`config.mk`:
```
export PLATFORM = sky130hd
export DESIGN_NAME = led_sweep_sequencer_flat
export DESIGN_NICKNAME = d
export VERILOG_FILES = /design/src/rtl/led_sweep_sequencer_if.sv /design/src/rtl/led_sweep_sequencer.sv /design/src/flat_wrapper.sv
export SDC_FILE = /design/constraint.sdc
export NUM_CORES = 1
export LEC_CHECK = 0
export CORE_ASPECT_RATIO = 0.7
export CORE_MARGIN = 4
export CORE_UTILIZATION = 37
export CTS_CLUSTER_SIZE = 12
export DETAILED_ROUTE_END_ITERATION = 16
export PLACE_DENSITY = 0.53
export SLEW_MARGIN = 20
export SYNTH_ARGS = -nofsm -noshare
export SYNTH_HDL_FRONTEND = slang
export SYNTH_SLANG_ARGS = --single-unit
```
`constraint.sdc`:
```
create_clock -name clk -period 5.7 [get_ports clk]
set_input_delay 0.855 -clock clk [delete_from_list [all_inputs] [get_ports clk]]
set_output_delay 0.855 -clock clk [all_outputs]
set_load 0.01 [all_outputs]
```
`src/rtl/led_sweep_sequencer_if.sv`:
```
// rtl/led_sweep_sequencer_if.sv - control inputs and display outputs of the LED sweep sequencer
interface led_sweep_sequencer_if;
  logic        Speed;
  logic        Mode;
  logic [3:0]  Pattern;
  logic [1:0]  Times;
  logic [15:0] LedOut;
  logic [2:0]  now_group;
  logic [1:0]  now_times;
  logic [3:0]  PatternReg;

  // Driver side: supplies the controls, observes the display state
  modport master (
    output Speed, Mode, Pattern, Times,
    input  LedOut, now_group, now_times, PatternReg
  );

  // Sequencer side
  modport slave (
    input  Speed, Mode, Pattern, Times,
    output LedOut, now_group, now_times, PatternReg
  );
endinterface

```
`src/rtl/led_sweep_sequencer.sv`:
```
// rtl/led_sweep_sequencer.sv - tick divider and 8-step bounce sweep of a 4-bit pattern over 16 LEDs
module led_sweep_sequencer #(
  parameter int DIV_FAST = 12_500_000,
  parameter int DIV_SLOW = 50_000_000,
  parameter int CNT_W    = 26
) (
  input  logic                 clk,
  input  logic                 reset,
  led_sweep_sequencer_if.slave bus
);

  typedef enum logic [1:0] {IDLE, RUN, DONE} state_t;

  state_t             state;
  logic [CNT_W-1:0]   div_cnt;
  logic               mode_q;

  logic [CNT_W-1:0]   lim;
  logic               tick;
  logic               start;
  logic [2:0]         g_next;

  // LED image for a step: the path 0,1,2,3,4,3,2,1 folds steps 5..7 back
  // onto 3..1; each position moves the nibble by 3 LEDs (max shift 12).
  function automatic logic [15:0] led_at(input logic [3:0] pat, input logic [2:0] g);
    logic [2:0] pos;
    logic [3:0] sh;
    pos = (g <= 3'd4) ? g : (3'd0 - g);
    sh  = {1'b0, pos} + {pos, 1'b0};
    return {12'b0, pat} << sh;
  endfunction

  // Tick limit follows Speed immediately; >= lets an overshot count fire at once
  always_comb begin
    lim    = bus.Speed ? CNT_W'(DIV_FAST) : CNT_W'(DIV_SLOW);
    tick   = (div_cnt >= (lim - CNT_W'(1)));
    start  = bus.Mode & ~mode_q;
    g_next = bus.now_group + 3'd1;
  end

  // Sequencer FSM with registered outputs; Mode=0 aborts from any state
  always_ff @(posedge clk or negedge reset) begin
    if (!reset) begin
      state          <= IDLE;
      div_cnt        <= '0;
      mode_q         <= 1'b0;
      bus.now_group  <= 3'd0;
      bus.now_times  <= 2'd0;
      bus.PatternReg <= 4'd0;
      bus.LedOut     <= 16'd0;
    end else begin
      mode_q <= bus.Mode;
      if (!bus.Mode) begin
        state         <= IDLE;
        div_cnt       <= '0;
        bus.now_group <= 3'd0;
        bus.now_times <= bus.Times;
        bus.LedOut    <= {4{bus.Pattern}};
      end else begin
        case (state)
          IDLE: begin
            div_cnt       <= '0;
            bus.now_group <= 3'd0;
            bus.now_times <= bus.Times;
            if (start) begin
              state          <= RUN;
              bus.PatternReg <= bus.Pattern;
              bus.LedOut     <= led_at(bus.Pattern, 3'd0);
            end else begin
              bus.LedOut     <= {4{bus.Pattern}};
            end
          end
          RUN: begin
            if (tick) begin
              div_cnt <= '0;
              if (bus.now_group == 3'd7 && bus.now_times == 2'd0) begin
                state         <= DONE;
                bus.now_group <= 3'd0;
                bus.LedOut    <= 16'd0;
              end else begin
                if (bus.now_group == 3'd7)
                  bus.now_times <= bus.now_times - 2'd1;
                bus.now_group <= g_next;
                bus.LedOut    <= led_at(bus.PatternReg, g_next);
              end
            end else begin
              div_cnt <= div_cnt + CNT_W'(1);
            end
          end
          DONE: begin
            div_cnt       <= '0;
            bus.now_group <= 3'd0;
            bus.LedOut    <= 16'd0;
          end
          default: begin
            state   <= IDLE;
            div_cnt <= '0;
          end
        endcase
      end
    end
  end

endmodule
```
`src/flat_wrapper.sv`:
```
// flat-port wrapper written by rule: the top's interface ports become plain ports
module led_sweep_sequencer_flat 
#(
  parameter int DIV_FAST = 12_500_000,
  parameter int DIV_SLOW = 50_000_000,
  parameter int CNT_W    = 26
)
  (clk, reset, bus_Speed, bus_Mode, bus_Pattern, bus_Times, bus_LedOut, bus_now_group, bus_now_times, bus_PatternReg);
  led_sweep_sequencer_if bus_i ();
  input  logic clk;
  input  logic reset;
  input wire logic [$bits(bus_i.Speed)-1:0] bus_Speed;
  input wire logic [$bits(bus_i.Mode)-1:0] bus_Mode;
  input wire logic [$bits(bus_i.Pattern)-1:0] bus_Pattern;
  input wire logic [$bits(bus_i.Times)-1:0] bus_Times;
  output wire logic [$bits(bus_i.LedOut)-1:0] bus_LedOut;
  output wire logic [$bits(bus_i.now_group)-1:0] bus_now_group;
  output wire logic [$bits(bus_i.now_times)-1:0] bus_now_times;
  output wire logic [$bits(bus_i.PatternReg)-1:0] bus_PatternReg;
  assign bus_i.Speed = bus_Speed;
  assign bus_i.Mode = bus_Mode;
  assign bus_i.Pattern = bus_Pattern;
  assign bus_i.Times = bus_Times;
  assign bus_LedOut = bus_i.LedOut;
  assign bus_now_group = bus_i.now_group;
  assign bus_now_times = bus_i.now_times;
  assign bus_PatternReg = bus_i.PatternReg;
  led_sweep_sequencer #(.DIV_FAST(DIV_FAST), .DIV_SLOW(DIV_SLOW), .CNT_W(CNT_W)) u_core (.clk(clk), .reset(reset), .bus(bus_i));
endmodule
```
**Sequential cells grouped by signal name**

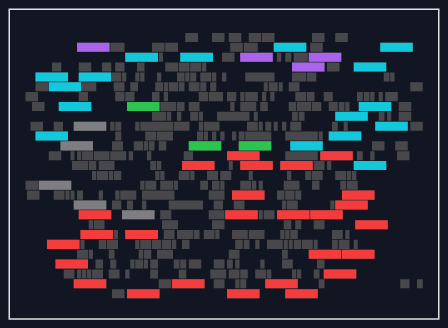
u_core.div_cnt: marked red, sequential cells 26. u_core.bus.PatternReg: marked purple, sequential cells 4. u_core.bus.now_group: marked green, sequential cells 3. u_core.bus.LedOut: marked cyan, sequential cells 16.
Another 5 sequential cells are not coloured.

**Wiring heat map**

24 x 17 tiles, from dark blue (low) to red (high), scaled to the fullest tile. Values are wire area over tile area, all layers added.
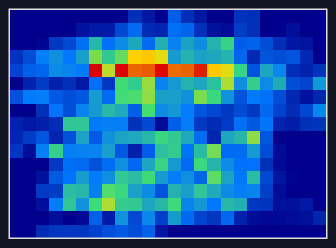
20% of the tiles are nearly empty. The fullest tile reaches 0.54. The densest ninth of the die: top centre. The emptiest ninth of the die: lower right. The mean over all tiles is 0.12.

==> changes_impl.md <==
### Implementation results

- Yosys stat chip area: 3140 um2
- CTS Buffer Depth: 2
- Worst Hold Launch: u_core.bus.LedOut[4]
- Yosys xor share: 6.41%
- Top Layout Cells: dfrtp_1 (54), nor2_1 (50), clkdlybuf4s50_1 (33)
- Vias per cell: 5.44
- Fin crit share: 66.6%
- Element type at the critical path end: flop
- Port bufs: 34
- CTS tree: yes
- Hold crit path type: reg2reg
- Post-synth top cells: dfrtp_1 (54), nor2_1 (50), nand2_1 (30), ha_1 (19)
- CP Max Fanout: 15
- Total of max-cap violations: 0
- DRC Markers: 0
- Synth Register Bits: 54
- DRT iter0 DRCs: 125
- Top cell family by delay on the critical path: adder cells
- Most numerous logic cell after layout: dfrtp_1
- Crit path required time: 5.93 ns
- Initial antenna violation count: 0
- Die Wd: 118 um
- Comb area leader: simple AND/OR/NAND/NOR gates
- Log Warnings: 31
- Chip footprint: 10100 um2
- Leak: 1.52 nW
- Vias in the first global route: 2405
- Die height: 85.1 um
- Worst Hold End: u_core.bus.LedOut[4]
- Hold depth: 1
- Synth unique cells: 53
- Fin crit period: 3.80 ns
- Clock skew: 0.00581 ns
- Row cnt: 27
- Routed vias: 2540
- Post-synthesis cell count: 332
- Worst hold slack: 0.499 ns
- Top-count cell post-synth: dfrtp_1
- P&R area growth vs syn: 18.6%
- Cell area leaders: dfrtp_1 (43%), ha_1 (7.6%), nor2_1 (6.0%)
- Final wirelength: 7420 um
- Post-cts hold-fix buffer tally: 0
- Worst Reg-to-Reg Cells: 12
- Main synth FF type: dfrtp_1
- GPL Wtd Cong: 0.818
- Pin count of the biggest net entering global routing: 55
- R2r startpoint: u_core.bus.now_group[0]
- Peak supply drop: 190 uV
- RSZ-0062 raised after global routing: no
- Final setup fails: 0
- Pre-antenna DRT Iters: 4
- Worst path bufs/invs: 2
- Fmax: 263 MHz
- Logic area: 1680 um2
- Final hold vios: 0
- Simple Share, Synth: 20.0%
- GRT Total Usage: 15.5%
- Logic pwr share: 44.7%
- Global route overflow: 0
- Ao+oa area frac: 14.8%
- Fillers: 768
- Post-DP HPWL: 5330 um
- Area share, top type: 43.0%
- Worst setup SP type: flop
- Crit-path cells: ha_1 > inv_1 > ha_1 > o22ai_1 > inv_1 > fa_1 > xor2_1 > nand3_1 > nor2_1 > o211ai_1 > o311ai_0 > mux2_2
- IO Count: 35
- Slowest Stage Delay on Critical Path: 0.66 ns
- TritonCTS Buffers: 5
- Core Box Area: 8070 um2
- Status: completed
- Nets@finish: 395
**Placed cells, one colour a class**

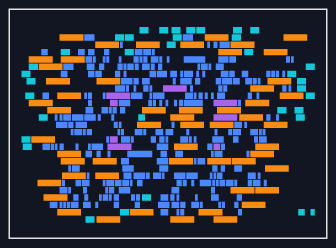
remaining logic cells: marked blue, cells 268, share of their area 49%. remaining buffers and delay cells: marked cyan, cells 36, share of their area 9.7%. clock drivers and dummy loads: marked purple, cells 8, share of their area 4.2%. sequential cells: marked orange, cells 54, share of their area 38%.

**Clock distribution**

Scale bar: 20 um.
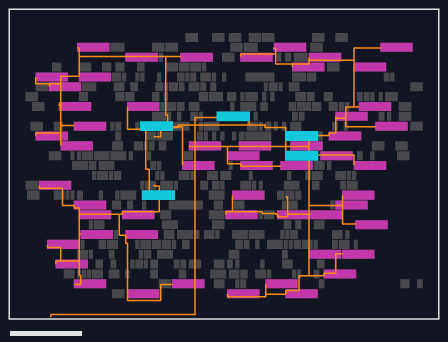
flip-flops: marked magenta, count 54. clock wires: marked orange, length 745 um. clock-net drivers: marked cyan, count 5.
Position of the flops: widely spread.

sequential cells by signal (all words and copies together) (netlist names):
register / count
u_core.mode_q: 1
u_core.bus.now_group: 3
u_core.state: 2
u_core.bus.now_times: 2
u_core.bus.PatternReg: 4
u_core.bus.LedOut: 16
u_core.div_cnt: 26
worst max-delay path by stage:
stage                                       start              endpoint  slack (ns)  cells after the start
after global placement                  bus_Speed       u_core.state[1]        1.73                      8
after detailed placement                bus_Speed       u_core.state[0]        1.70                      8
final                     u_core.bus.now_group[0]  u_core.bus.LedOut[8]        1.90                     12
after global routing      u_core.bus.now_group[0]  u_core.bus.LedOut[8]        1.67                     12
after CTS                               bus_Speed       u_core.state[0]        1.98                      8
after floorplan           u_core.bus.now_group[0]  u_core.bus.LedOut[8]        2.72                     12
metal layers:
metal / part of all wire, % / global-route usage, % / vias to the layer above / wire length, um
li1: - / - / 1256 / -
met1: 59 / 26.1 / 1216 / 4340
met2: 35 / 18.7 / 64 / 2620
met3: 5.2 / 3.66 / 4 / 383
met4: 1.0 / 4.15 / 0 / 75
met5: 0 / 0 / - / 0
cell type report:
type	count	share of cell area [%]
tap	101	3.39
timing repair buffer	36	9.40
sequential	54	36.3
clock inverter	3	0.672
clock buffer	5	3.36
multi-input combinational	250	45.1
inverter	18	1.81
power groups by stage:
stage               sequential, mW  clock, mW  combinational [mW]
detailed placement           0.562          0               0.694
CTS                          0.555      0.324               0.700
global placement             0.562          0               0.695
global route                 0.576      0.336               0.773
floorplan                    0.578          0               0.389
finish                       0.555      0.311               0.699
through the flow:
step	power (mW)	setup slack, ns	cells	cell area (um2)
floorplan	0.967	2.72	332	3140
detailed placement	1.26	1.70	459	3570
global placement	1.26	1.73	459	3570
global route	1.68	1.67	467	3730
CTS	1.58	1.98	467	3720
finish	1.57	1.90	467	3730
Power is estimated from default activity; no workload was simulated.
